$ cat src/rtl/snake_pkg.sv
// Shared types and helpers for the snake game sequencer.
// Holds game states, direction encodings and the speed-up period helper.
package snake_pkg;

    typedef enum logic [1:0] {
        IDLE,
        PLAY,
        OVER
    } game_state_t;

    typedef logic [1:0] dir_t;

    localparam dir_t DIR_UP    = 2'b01;
    localparam dir_t DIR_DOWN  = 2'b00;
    localparam dir_t DIR_LEFT  = 2'b10;
    localparam dir_t DIR_RIGHT = 2'b11;

    // Opposite directions share the axis bit and differ in the sense bit.
    function automatic logic is_reverse(input dir_t req, input dir_t cur);
        return (req[1] == cur[1]) && (req[0] != cur[0]);
    endfunction

    function automatic logic [31:0] speed_period(
        input logic [31:0] base,
        input logic [31:0] min_p,
        input logic [31:0] step,
        input logic [7:0]  score
    );
        logic [31:0] cut;
        cut = 32'(score) * step;
        if (cut >= base - min_p)
            return min_p;
        return base - cut;
    endfunction

endpackage

$ cat src/rtl/snake_game_ctrl_if.sv
// Link between the game sequencer and the snake datapath.
// master = sequencer side, slave = datapath side.
interface snake_game_ctrl_if;
    import snake_pkg::*;

    logic start;
    logic update;
    dir_t direction;
    logic good_collision;
    logic game_over_hit;

    modport master (
        output start,
        output update,
        output direction,
        input  good_collision,
        input  game_over_hit
    );

    modport slave (
        input  start,
        input  update,
        input  direction,
        output good_collision,
        output game_over_hit
    );

endinterface

$ cat src/rtl/snake_tick_gen.sv
// Programmable divider: one-cycle tick every `period` clocks while run.
// The count is held at zero whenever run is low.
module snake_tick_gen (
    input  logic        clk,
    input  logic        reset,
    input  logic        run,
    input  logic [31:0] period,
    output logic        tick
);

    logic [31:0] count;

    always_ff @(posedge clk or negedge reset) begin
        if (!reset) begin
            count <= '0;
            tick  <= 1'b0;
        end else if (!run) begin
            count <= '0;
            tick  <= 1'b0;
        end else if (count >= period - 32'd1) begin
            count <= '0;
            tick  <= 1'b1;
        end else begin
            count <= count + 32'd1;
            tick  <= 1'b0;
        end
    end

endmodule

$ cat src/rtl/snake_game_ctrl.sv
// Snake game sequencer: play/over FSM, update strobe, turn filter, score.
// Optional SNAKE_SPEEDUP_EN shortens the tick period as apples are eaten.
module snake_game_ctrl
    import snake_pkg::*;
#(
    parameter int unsigned TICK_CYCLES = 5_000_000,
    parameter int unsigned MIN_TICK    = 1_000_000,
    parameter int unsigned SPEED_STEP  = 250_000,
    parameter int unsigned MAX_SCORE   = 127
) (
    input  logic              clk,
    input  logic              reset,
    input  logic              start_btn,
    input  dir_t              dir_req,
    input  logic              dir_valid,
    output logic [7:0]        score,
    output logic              apple_respawn,
    output logic              win,
    snake_game_ctrl_if.master dp
);

    localparam logic [31:0] TICK_P = 32'(TICK_CYCLES);
    localparam logic [7:0]  MAX_S  = 8'(MAX_SCORE);

    game_state_t state;
    logic        start_q;
    logic        btn_q;
    logic        btn_rise;
    logic        apple_seen;
    logic        tick;
    logic        update;
    logic        take;
    dir_t        direction;
    dir_t        pending;
    logic [31:0] period;

    assign update       = tick && (state == PLAY);
    assign dp.start     = start_q;
    assign dp.update    = update;
    assign dp.direction = direction;

    // A lethal hit in the same cycle cancels the apple.
    assign take = (state == PLAY) && dp.good_collision
               && !dp.game_over_hit && !apple_seen;

    snake_tick_gen u_tick (
        .clk    (clk),
        .reset  (reset),
        .run    (state == PLAY),
        .period (period),
        .tick   (tick)
    );

`ifdef SNAKE_SPEEDUP_EN
    // Reload only on update so a running interval is never shortened.
    always_ff @(posedge clk or negedge reset) begin
        if (!reset)
            period <= TICK_P;
        else if (state != PLAY)
            period <= TICK_P;
        else if (update)
            period <= speed_period(TICK_P, 32'(MIN_TICK),
                                   32'(SPEED_STEP), score);
    end
`else
    logic [63:0] unused_cfg;
    assign unused_cfg = {32'(MIN_TICK), 32'(SPEED_STEP)};
    assign period     = TICK_P;
`endif

    always_ff @(posedge clk or negedge reset) begin
        if (!reset) begin
            state         <= IDLE;
            start_q       <= 1'b0;
            btn_q         <= 1'b0;
            btn_rise      <= 1'b0;
            apple_seen    <= 1'b0;
            direction     <= DIR_RIGHT;
            pending       <= DIR_RIGHT;
            score         <= '0;
            apple_respawn <= 1'b0;
            win           <= 1'b0;
        end else begin
            btn_q         <= start_btn;
            btn_rise      <= start_btn & ~btn_q;
            apple_respawn <= 1'b0;
            unique case (state)
                IDLE: begin
                    score      <= '0;
                    win        <= 1'b0;
                    apple_seen <= 1'b0;
                    direction  <= DIR_RIGHT;
                    pending    <= DIR_RIGHT;
                    if (btn_rise) begin
                        state   <= PLAY;
                        start_q <= 1'b1;
                    end
                end
                PLAY: begin
                    if (dir_valid && !is_reverse(dir_req, direction))
                        pending <= dir_req;
                    if (update)
                        direction <= pending;
                    if (take) begin
                        score         <= (score < MAX_S) ? score + 8'd1 : score;
                        apple_respawn <= 1'b1;
                    end
                    apple_seen <= update ? 1'b0 : (apple_seen | take);
                    if (dp.game_over_hit) begin
                        state   <= OVER;
                        start_q <= 1'b0;
                    end else if (score == MAX_S) begin
                        state   <= OVER;
                        start_q <= 1'b0;
                        win     <= 1'b1;
                    end
                end
                OVER: begin
                    if (btn_rise)
                        state <= IDLE;
                end
                default: begin
                    state   <= IDLE;
                    start_q <= 1'b0;
                end
            endcase
        end
    end

endmodule

$ cat src/flat_wrapper.sv
// flat-port wrapper written by rule: the top's interface ports become plain ports
module snake_game_ctrl_flat import snake_pkg::*;
#(
    parameter int unsigned TICK_CYCLES = 5_000_000,
    parameter int unsigned MIN_TICK    = 1_000_000,
    parameter int unsigned SPEED_STEP  = 250_000,
    parameter int unsigned MAX_SCORE   = 127
)
  (clk, reset, start_btn, dir_req, dir_valid, score, apple_respawn, win, dp_start, dp_update, dp_direction, dp_good_collision, dp_game_over_hit);
  snake_game_ctrl_if dp_i ();
  input  logic clk;
  input  logic reset;
  input  logic start_btn;
  input  dir_t dir_req;
  input  logic dir_valid;
  output logic [7:0] score;
  output logic apple_respawn;
  output logic win;
  output wire logic [$bits(dp_i.start)-1:0] dp_start;
  output wire logic [$bits(dp_i.update)-1:0] dp_update;
  output wire logic [$bits(dp_i.direction)-1:0] dp_direction;
  input wire logic [$bits(dp_i.good_collision)-1:0] dp_good_collision;
  input wire logic [$bits(dp_i.game_over_hit)-1:0] dp_game_over_hit;
  assign dp_start = dp_i.start;
  assign dp_update = dp_i.update;
  assign dp_direction = dp_i.direction;
  assign dp_i.good_collision = dp_good_collision;
  assign dp_i.game_over_hit = dp_game_over_hit;
  snake_game_ctrl #(.TICK_CYCLES(TICK_CYCLES), .MIN_TICK(MIN_TICK), .SPEED_STEP(SPEED_STEP), .MAX_SCORE(MAX_SCORE)) u_core (.clk(clk), .reset(reset), .start_btn(start_btn), .dir_req(dir_req), .dir_valid(dir_valid), .score(score), .apple_respawn(apple_respawn), .win(win), .dp(dp_i));
endmodule
$ cat config.mk
export PLATFORM = sky130hd
export DESIGN_NAME = snake_game_ctrl_flat
export DESIGN_NICKNAME = d
export VERILOG_FILES = /design/src/rtl/snake_pkg.sv /design/src/rtl/snake_game_ctrl_if.sv /design/src/rtl/snake_tick_gen.sv /design/src/rtl/snake_game_ctrl.sv /design/src/flat_wrapper.sv
export SDC_FILE = /design/constraint.sdc
export NUM_CORES = 1
export LEC_CHECK = 0
export CORE_UTILIZATION = 25
export CTS_BUF_LIST = sky130_fd_sc_hd__clkbuf_16
export DETAILED_ROUTE_END_ITERATION = 16
export SYNTH_ARGS = -nofsm -noshare
export SYNTH_HDL_FRONTEND = slang
export SYNTH_SLANG_ARGS = --single-unit
$ cat constraint.sdc
create_clock -name clk -period 2.9 [get_ports clk]
set_input_delay 0.58 -clock clk [delete_from_list [all_inputs] [get_ports clk]]
set_output_delay 0.58 -clock clk [all_outputs]
set_load 0.01 [all_outputs]
Cell placement:
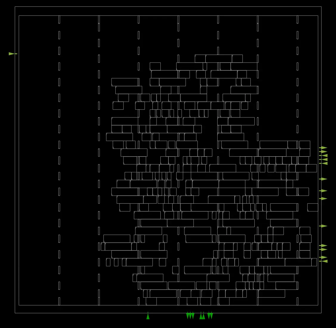
Final Instance Count excl. Fillers: 423
Final Core Density: 31.61%
core region area: 0.01046 mm^2

Clock wires, drivers and flops:
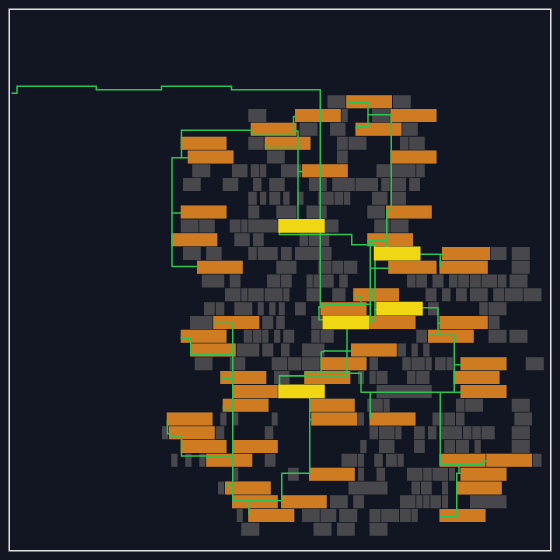
Yellow stands for clock drivers, count 5. Orange stands for flip-flops, count 53. Green stands for clock wires, length 599 um.
There are 6 routed clock nets.
Clk network pwr share: 38.8%
clk ins delay skew pair: 290 ps

==> reports/metrics.yaml <==
edf_count: 0
met3WireLength_um: 227
worst_path_max_delay_cell: "sky130_fd_sc_hd__dfrtp_1"
peak_supply_drop_v: 0.0002742
initial_detailed_routing_violation_count: 143
place_ws_ps: 673.9
postSynth.topFlopCell: "sky130_fd_sc_hd__dfrtp_1"
global_route.overflow_total: 0
worst_min_delay_path_category: "primary input to asynchronous set/reset pin"
critical_path.endpoint_type: "output pin"
timing.critical_path.slowest_cell_delay_ps: 720
netlist.top_cell.by_area: "sky130_fd_sc_hd__dfrtp_1"
worstPathCellList: "nand2b_1, nor2_1, clkdlybuf4s50_1"
ctsHoldBuffers: 0
layout_worst_path_cycle_share_pct: 83.26
common_cells: "49 x sky130_fd_sc_hd__dfrtp_1, 16 x sky130_fd_sc_hd__nand2_1, 16 x sky130_fd_sc_hd__nor3_2, 13 x sky130_fd_sc_hd__nand3_1, 13 x sky130_fd_sc_hd__nor2_1"
grt_antenna_before_repair: 0
status: "finished clean"
yosys_area_mm2: 0.002730
highest_layer: "met4"
r2r-end: "u_core.u_tick.count[18]"
max_slew.worst_pin.slew_ps: 1127
p_leak_nw: 1.230
finalWorstPathRequiredPeriod_ps: 2415
Placed cells, one colour a class:
The bar under the picture is 20 um long. Fill, decap, tap and diode cells in grey.
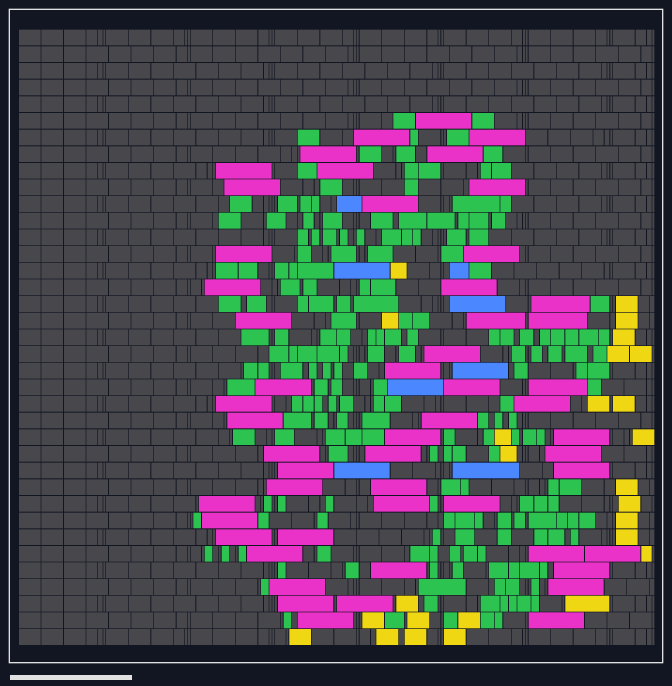
Green stands for combinational and other logic, cells 200. Blue stands for clock drivers and dummy loads, cells 8. Magenta stands for flops, cells 53. Yellow stands for other buffers and delay cells, cells 26.
area of all placed cells without fillers: 0.003307 mm^2
flip-flop and latch share of the layout cell area: 40.26%

## flip-flops by register name (all words and copies together), names as in the netlist
name,flops
u_core.state,2
u_core.dp.direction,2
u_core.btn_rise,1
u_core.u_tick.count,32
u_core.score,8
u_core.btn_q,1
u_core.pending,2
u_core.u_tick.tick,1
u_core.apple_respawn,1
u_core.win,1
u_core.dp.start,1
u_core.apple_seen,1
## cell families after synthesis
family | after synthesis | synth area share [%]
buf+inv | 18 | 3.070
xor+xnor | 16 | 5.133
simple gates | 113 | 27.50
fa+ha+maj | 2 | 0.9164
other cells | 1 | 0.1374
compound gates | 49 | 13.38
mux | 3 | 1.100
flops | 53 | 48.76
## per-layer routing
metal | global-route usage, % | up-vias
li1 | - | 985
met1 | 13.19 | 992
met2 | 15.58 | 42
met3 | 2.882 | 2
met4 | 3.914 | 0
met5 | 0 | -
## worst max-delay path by stage
stage | from | end
final | u_core.state[0] | dp_update
after global routing | u_core.state[0] | dp_update
after CTS | u_core.state[0] | dp_update
after detailed placement | dp_game_over_hit | u_core.score[3]
after global placement | u_core.u_tick.count[20] | u_core.u_tick.count[10]
after floorplan | u_core.u_tick.count[20] | u_core.u_tick.count[19]
## layout make-up
type | instances | area share, %
clock buffer | 5 | 3.784
timing repair buffer | 26 | 7.719
tap | 136 | 5.146
inverter | 8 | 0.9081
clock inverter | 3 | 1.513
sequential | 53 | 40.26
multi-input combinational | 192 | 40.67
## cells in the final DEF, fill, tap and decap left out, types with 5 or more instances in the layout
| master | count |
|---|---|
| sky130_fd_sc_hd__or3_1 | 6 |
| sky130_fd_sc_hd__a211oi_2 | 5 |
| sky130_fd_sc_hd__nand3_1 | 13 |
| sky130_fd_sc_hd__o21ai_0 | 12 |
| sky130_fd_sc_hd__nor3_2 | 16 |
| sky130_fd_sc_hd__nand4_1 | 6 |
| sky130_fd_sc_hd__conb_1 | 9 |
| sky130_fd_sc_hd__nor2b_1 | 7 |
| sky130_fd_sc_hd__nor2_1 | 13 |
| sky130_fd_sc_hd__dfrtp_1 | 49 |
| sky130_fd_sc_hd__clkbuf_16 | 5 |
| sky130_fd_sc_hd__and3_1 | 6 |
| sky130_fd_sc_hd__inv_1 | 8 |
| sky130_fd_sc_hd__a21oi_1 | 8 |
| sky130_fd_sc_hd__clkdlybuf4s50_1 | 20 |
| sky130_fd_sc_hd__nand2_1 | 16 |
| sky130_fd_sc_hd__xor2_1 | 8 |
| sky130_fd_sc_hd__xnor2_1 | 8 |
## report_power, final
| group | switching [W] | internal [W] |
|---|---|---|
| Clock | 0.000261 | 0.000414 |
| Combinational | 0.000122 | 0.000104 |
| Sequential | 0.0000531 | 0.000785 |
## per-stage QoR
step / area, um^2 / instances / hold WS (ps) / power (W) / utilization, %
final: 3307 / 423 / 292.2 / 0.001740 / 31.61
after global routing: 3307 / 423 / 335.8 / 0.001833 / 31.61
after CTS: 3307 / 423 / 311.3 / 0.001771 / 31.61
after detailed placement: 3132 / 415 / 406.3 / 0.001082 / 29.93
after global placement: 3132 / 415 / 390.5 / 0.001079 / 29.93
after floorplan: 2760 / 263 / 284.4 / 0.0009806 / -
Power is estimated from default activity; no workload was simulated.
